==> src/rtl/reg_file_pkg.sv <==
// Shared register-file types and constants for the writeback arbiter slice.
// Provides widths, register count, typedefs and the arbiter state encoding.
package reg_file_pkg;

  localparam int REG_ADDR_WIDTH = 5;
  localparam int REG_DATA_WIDTH = 32;
  localparam int NUM_REGS       = 32;

  typedef logic [REG_ADDR_WIDTH-1:0] reg_addr_t;
  typedef logic [REG_DATA_WIDTH-1:0] reg_data_t;

  typedef enum logic [0:0] {
    RF_ARB_INIT = 1'b0,
    RF_ARB_ARB  = 1'b1
  } rf_arb_state_t;

endpackage

==> src/rtl/reg_file_wr_arbiter_if.sv <==
// Writeback request bundle plus register-file write port.
// master: requester side (valid/reg/data out); slave: arbiter side.
interface reg_file_wr_arbiter_if #(
  parameter int NUM_REQ    = 2,
  parameter int DATA_WIDTH = 32,
  parameter int ADDR_WIDTH = 5
);
  logic [NUM_REQ-1:0]            req_valid;
  logic [NUM_REQ-1:0]            req_ready;
  logic [NUM_REQ*ADDR_WIDTH-1:0] req_reg;
  logic [NUM_REQ*DATA_WIDTH-1:0] req_data;
  logic                          wr_en;
  logic [ADDR_WIDTH-1:0]         wr_reg;
  logic [DATA_WIDTH-1:0]         wr_data;
  logic                          busy;

  modport master (
    output req_valid, req_reg, req_data,
    input  req_ready, wr_en, wr_reg, wr_data, busy
  );

  modport slave (
    input  req_valid, req_reg, req_data,
    output req_ready, wr_en, wr_reg, wr_data, busy
  );
endinterface

==> src/rtl/reg_file_wr_arbiter_rr.sv <==
// Round-robin arbiter: one-hot grant scanning upward from ptr.
// Ports: clk, rst_n, req (per requester), advance (grant taken), gnt.
module rr_arbiter #(
  parameter int NUM_REQ = 2
) (
  input  logic               clk,
  input  logic               rst_n,
  input  logic [NUM_REQ-1:0] req,
  input  logic               advance,
  output logic [NUM_REQ-1:0] gnt
);
  localparam int PW = $clog2(NUM_REQ);

  logic [PW-1:0] ptr;
  logic [PW-1:0] ptr_nxt;
  logic [PW:0]   sum;
  logic [PW-1:0] idx;
  logic          found;

  always_comb begin
    gnt     = '0;
    ptr_nxt = ptr;
    found   = 1'b0;
    sum     = '0;
    idx     = '0;
    for (int k = 0; k < NUM_REQ; k++) begin
      sum = {1'b0, ptr} + (PW+1)'(k);
      if (sum >= (PW+1)'(NUM_REQ))
        sum = sum - (PW+1)'(NUM_REQ);
      idx = sum[PW-1:0];
      if (!found && req[idx]) begin
        found    = 1'b1;
        gnt[idx] = 1'b1;
        if (idx == PW'(NUM_REQ-1))
          ptr_nxt = '0;
        else
          ptr_nxt = idx + 1'b1;
      end
    end
  end

  always_ff @(posedge clk or negedge rst_n) begin
    if (!rst_n)
      ptr <= '0;
    else if (advance)
      ptr <= ptr_nxt;
  end
endmodule

==> src/rtl/reg_file_wr_arbiter.sv <==
// Round-robin share of the register file write port; drops x0 writes.
// Ports: clk, rst_n, bus (slave). Option: RF_INIT_CLEAR_EN clears x1..x31.
module reg_file_wr_arbiter
  import reg_file_pkg::*;
#(
  parameter int NUM_REQ    = 2,
  parameter int DATA_WIDTH = REG_DATA_WIDTH,
  parameter int ADDR_WIDTH = REG_ADDR_WIDTH
) (
  input logic                  clk,
  input logic                  rst_n,
  reg_file_wr_arbiter_if.slave bus
);
  logic [NUM_REQ-1:0]    gnt;
  logic                  arb_en;
  logic                  xfer;
  logic                  keep;
  logic [ADDR_WIDTH-1:0] sel_reg;
  logic [DATA_WIDTH-1:0] sel_data;
  logic                  wr_en_q;
  logic [ADDR_WIDTH-1:0] wr_reg_q;
  logic [DATA_WIDTH-1:0] wr_data_q;

`ifdef RF_INIT_CLEAR_EN
  localparam logic [0:0] ST_INIT = RF_ARB_INIT;
  localparam logic [0:0] ST_ARB  = RF_ARB_ARB;

  logic [0:0]          state;
  logic [ADDR_WIDTH:0] init_cnt;

  assign arb_en   = rst_n && (state == ST_ARB);
  assign bus.busy = (state == ST_INIT);
`else
  // Grants are masked while reset is low so ready drops asynchronously.
  assign arb_en   = rst_n;
  assign bus.busy = 1'b0;
`endif

  rr_arbiter #(.NUM_REQ(NUM_REQ)) u_rr (
    .clk     (clk),
    .rst_n   (rst_n),
    .req     (bus.req_valid & {NUM_REQ{arb_en}}),
    .advance (xfer),
    .gnt     (gnt)
  );

  assign bus.req_ready = gnt;
  assign xfer          = |gnt;
  assign keep          = xfer && (sel_reg != '0);

  // Grant is one-hot, so OR-ing the masked lanes is a mux.
  always_comb begin
    sel_reg  = '0;
    sel_data = '0;
    for (int i = 0; i < NUM_REQ; i++) begin
      if (gnt[i]) begin
        sel_reg  = sel_reg  | bus.req_reg[i*ADDR_WIDTH +: ADDR_WIDTH];
        sel_data = sel_data | bus.req_data[i*DATA_WIDTH +: DATA_WIDTH];
      end
    end
  end

  always_ff @(posedge clk or negedge rst_n) begin
    if (!rst_n) begin
      wr_en_q   <= 1'b0;
      wr_reg_q  <= '0;
      wr_data_q <= '0;
`ifdef RF_INIT_CLEAR_EN
      state     <= ST_INIT;
      init_cnt  <= (ADDR_WIDTH+1)'(1);
`endif
    end else
`ifdef RF_INIT_CLEAR_EN
    if (state == ST_INIT) begin
      // Count reaching NUM_REGS means x31 is already on the port.
      if (init_cnt == (ADDR_WIDTH+1)'(NUM_REGS)) begin
        state   <= ST_ARB;
        wr_en_q <= 1'b0;
      end else begin
        wr_en_q   <= 1'b1;
        wr_reg_q  <= init_cnt[ADDR_WIDTH-1:0];
        wr_data_q <= '0;
        init_cnt  <= init_cnt + 1'b1;
      end
    end else
`endif
    begin
      wr_en_q <= keep;
      if (keep) begin
        wr_reg_q  <= sel_reg;
        wr_data_q <= sel_data;
      end
    end
  end

  assign bus.wr_en   = wr_en_q;
  assign bus.wr_reg  = wr_reg_q;
  assign bus.wr_data = wr_data_q;
endmodule
==> src/flat_wrapper.sv <==
// flat-port wrapper written by rule: the top's interface ports become plain ports
module reg_file_wr_arbiter_flat import reg_file_pkg::*;
#(
  parameter int NUM_REQ    = 2,
  parameter int DATA_WIDTH = REG_DATA_WIDTH,
  parameter int ADDR_WIDTH = REG_ADDR_WIDTH
)
  (clk, rst_n, bus_req_valid, bus_req_reg, bus_req_data, bus_req_ready, bus_wr_en, bus_wr_reg, bus_wr_data, bus_busy);
  reg_file_wr_arbiter_if #(.NUM_REQ(NUM_REQ), .DATA_WIDTH(DATA_WIDTH), .ADDR_WIDTH(ADDR_WIDTH)) bus_i ();
  input logic clk;
  input logic rst_n;
  input wire logic [$bits(bus_i.req_valid)-1:0] bus_req_valid;
  input wire logic [$bits(bus_i.req_reg)-1:0] bus_req_reg;
  input wire logic [$bits(bus_i.req_data)-1:0] bus_req_data;
  output wire logic [$bits(bus_i.req_ready)-1:0] bus_req_ready;
  output wire logic [$bits(bus_i.wr_en)-1:0] bus_wr_en;
  output wire logic [$bits(bus_i.wr_reg)-1:0] bus_wr_reg;
  output wire logic [$bits(bus_i.wr_data)-1:0] bus_wr_data;
  output wire logic [$bits(bus_i.busy)-1:0] bus_busy;
  assign bus_i.req_valid = bus_req_valid;
  assign bus_i.req_reg = bus_req_reg;
  assign bus_i.req_data = bus_req_data;
  assign bus_req_ready = bus_i.req_ready;
  assign bus_wr_en = bus_i.wr_en;
  assign bus_wr_reg = bus_i.wr_reg;
  assign bus_wr_data = bus_i.wr_data;
  assign bus_busy = bus_i.busy;
  reg_file_wr_arbiter #(.NUM_REQ(NUM_REQ), .DATA_WIDTH(DATA_WIDTH), .ADDR_WIDTH(ADDR_WIDTH)) u_core (.clk(clk), .rst_n(rst_n), .bus(bus_i));
endmodule
==> config.mk <==
export PLATFORM = sky130hd
export DESIGN_NAME = reg_file_wr_arbiter_flat
export DESIGN_NICKNAME = d
export VERILOG_FILES = /design/src/rtl/reg_file_pkg.sv /design/src/rtl/reg_file_wr_arbiter_if.sv /design/src/rtl/reg_file_wr_arbiter_rr.sv /design/src/rtl/reg_file_wr_arbiter.sv /design/src/flat_wrapper.sv
export SDC_FILE = /design/constraint.sdc
export NUM_CORES = 1
export LEC_CHECK = 0
export ABC_AREA = 0
export CELL_PAD_IN_SITES_DETAIL_PLACEMENT = 2
export CELL_PAD_IN_SITES_GLOBAL_PLACEMENT = 2
export CORE_MARGIN = 2
export CORE_UTILIZATION = 24
export DETAILED_ROUTE_END_ITERATION = 7
export PLACE_DENSITY = 0.9
export SETUP_SLACK_MARGIN = 0.15
export SLEW_MARGIN = 20
export SYNTH_ARGS = -nofsm -noshare
export SYNTH_HDL_FRONTEND = slang
export SYNTH_SLANG_ARGS = --single-unit
==> constraint.sdc <==
create_clock -name clk -period 2.6 [get_ports clk]
set_input_delay 0.39 -clock clk [delete_from_list [all_inputs] [get_ports clk]]
set_output_delay 0.39 -clock clk [all_outputs]
set_load 0.01 [all_outputs]
==> images/io_placement.png <==
Scale: 4 px per um. Pins as bars across the die edge, other pins in grey.
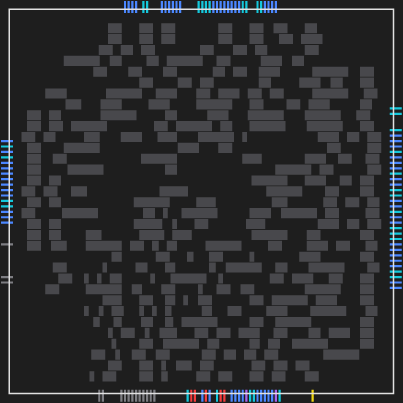
purple -> `bus_req_ready`  # pins 2, direction output, edge bottom
red -> `bus_wr_reg`  # pins 5, direction output, edge bottom
yellow -> `bus_wr_en`  # pins 1, direction output, edge bottom
blue -> `bus_req_data`  # pins 64, direction input, edge 22 top, 19 right, 12 left, 11 bottom
cyan -> `bus_wr_data`  # pins 32, direction output, edge 13 right, 10 top, 5 bottom, 4 left

==> images/metal_density.png <==
Scale: 4 px per um. 19 x 19 tiles, from dark blue (low) to red (high), scaled to the fullest tile. Values are wire area over tile area, all layers added.
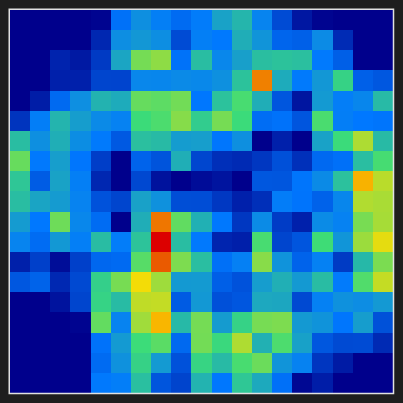
nearly empty tiles = 15%
fullest tile = 0.41
densest ninth of the die = bottom centre

==> flow_metrics.env <==
# physical design summary
export IMPL_slowest_stage="clkdlybuf4s50_1"
export IMPL_ys_flops=39
export IMPL_numCtsBuffers=5
export IMPL_dominant_cells="buffers"
export IMPL_yosys_area_um2=2020
export IMPL_critical_path_buf_inv_count=2
export IMPL_top_power_group="registers"
export IMPL_crit_end="bus_req_ready[0]"
export IMPL_grt_pass1_wl_um=10100
export IMPL_sw_frac_of_total_pct=28.5
export IMPL_synth_top_flop_cell="dfrtp_1"
export IMPL_n_antenna_cell=0
export IMPL_synth_cells=153
export IMPL_edf_count=0
export IMPL_cts_sinks=39
export IMPL_setup_viol=0
export IMPL_fillers=846
export IMPL_skew_ps=8.95
export IMPL_non_clock_inverter_count=5
export IMPL_drt_first_pass_iters=4
export IMPL_most_common_cell="dfrtp_1"
export IMPL_yosys_area_top_type_share_pct=48.4
export IMPL_stdcell_area_um2=3400
export IMPL_cts_max_level=2
export IMPL_p_seq_share_pct=40.4
export IMPL_cpMostUsedCell="clkdlybuf4s50_1"
export IMPL_layout_nonclk_buf_share_pct=36.6
export IMPL_end_kind="output port"
export IMPL_ys_sh_xor_pct=0
export IMPL_wl_met1_um=2520
export IMPL_dp_hpwl_um=5140
export IMPL_grt_use_met2_pct=28.6
export IMPL_grt_busiest_layer="met2"
export IMPL_wl_met3_um=389
export IMPL_cp_start_kind="input pin"
export IMPL_fin_nets=350
export IMPL_post_cts_setup_buffers=0
export IMPL_synth_area_per_cell_um2=13.2
export IMPL_clk_pin_slew_worst_paths_ps=80
export IMPL_p_total_mw=1.88
export IMPL_internal_power_mw=1.35
export IMPL_leakage_nw=1.51
export IMPL_floorplan_nets=231
export IMPL_crit_family="buffers and inverters"
export IMPL_clk_latency_ps=280
export IMPL_clock_buffers=7
export IMPL_flop_area_um2=976
export IMPL_ios=119
export IMPL_crit_type="input pin to output port"
export IMPL_crit_start="bus_req_valid[0]"
export IMPL_drive_above_1_share_pct=18.7
export IMPL_core_um2=8180
export IMPL_reg2reg_from="u_core.u_rr.ptr"
export IMPL_grt_pass1_vias=1943
export IMPL_post_cts_resized=0
export IMPL_wl_met2_um=3710
export IMPL_buffers=124
export IMPL_layout_top_cell="clkdlybuf4s50_1"
export IMPL_slowest_delay_ps=550
export IMPL_fin_tns_setup_ps=0
export IMPL_cts_root_buffer="clkbuf_8"
export IMPL_synth_async_sr_flop_share_pct=100
export IMPL_synthAoiAreaFrac_pct=19.5
export IMPL_ys_cells=153
export IMPL_synthesis_area_um2=2020
export IMPL_common_cells="39 x dfrtp_1, 32 x a22o_1, 25 x mux2_4"
export IMPL_combPwrFrac_pct=38.7
export IMPL_status="finished, final reports clean"
export IMPL_p_sw_uw=537
export IMPL_clock_cell_area_share_pct=2.39
export IMPL_area_leaders="dfrtp_1 48%, mux2_4 19%, a22o_1 14%, mux2_2 3.9%, nand2_1 2.2%"
export IMPL_ff2ff_setup_slack_ps=740
export IMPL_reg2reg_to="u_core.bus.wr_data[13]"
export IMPL_route_vias_total=1738
export IMPL_ys_sh_adder_pct=0
export IMPL_comb_cells=97
export IMPL_gr_total_overflow=0
export IMPL_seq_cells=39
export IMPL_ys_sh_mux_pct=22.5
export IMPL_drv_cap=0
export IMPL_cp_arrival_ps=1980
export IMPL_cts_tree="built"
export IMPL_place_gp_congestion=0.833
export IMPL_dp_slack_ps=178
==> images/congestion.png <==
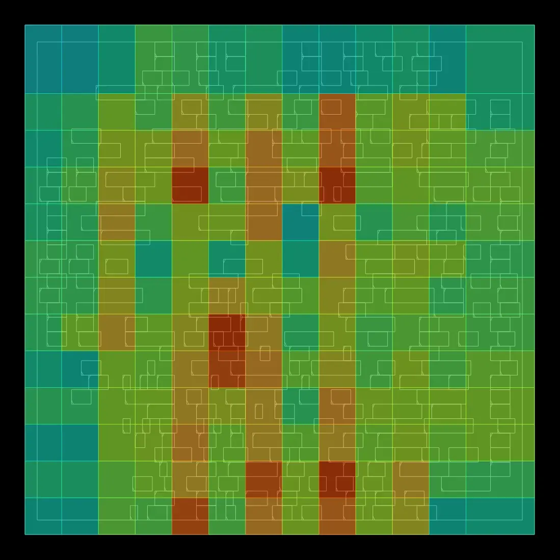
met1 usage: 15.6%
met3 Use GR: 2.69%
wire per inst: 17.7 um

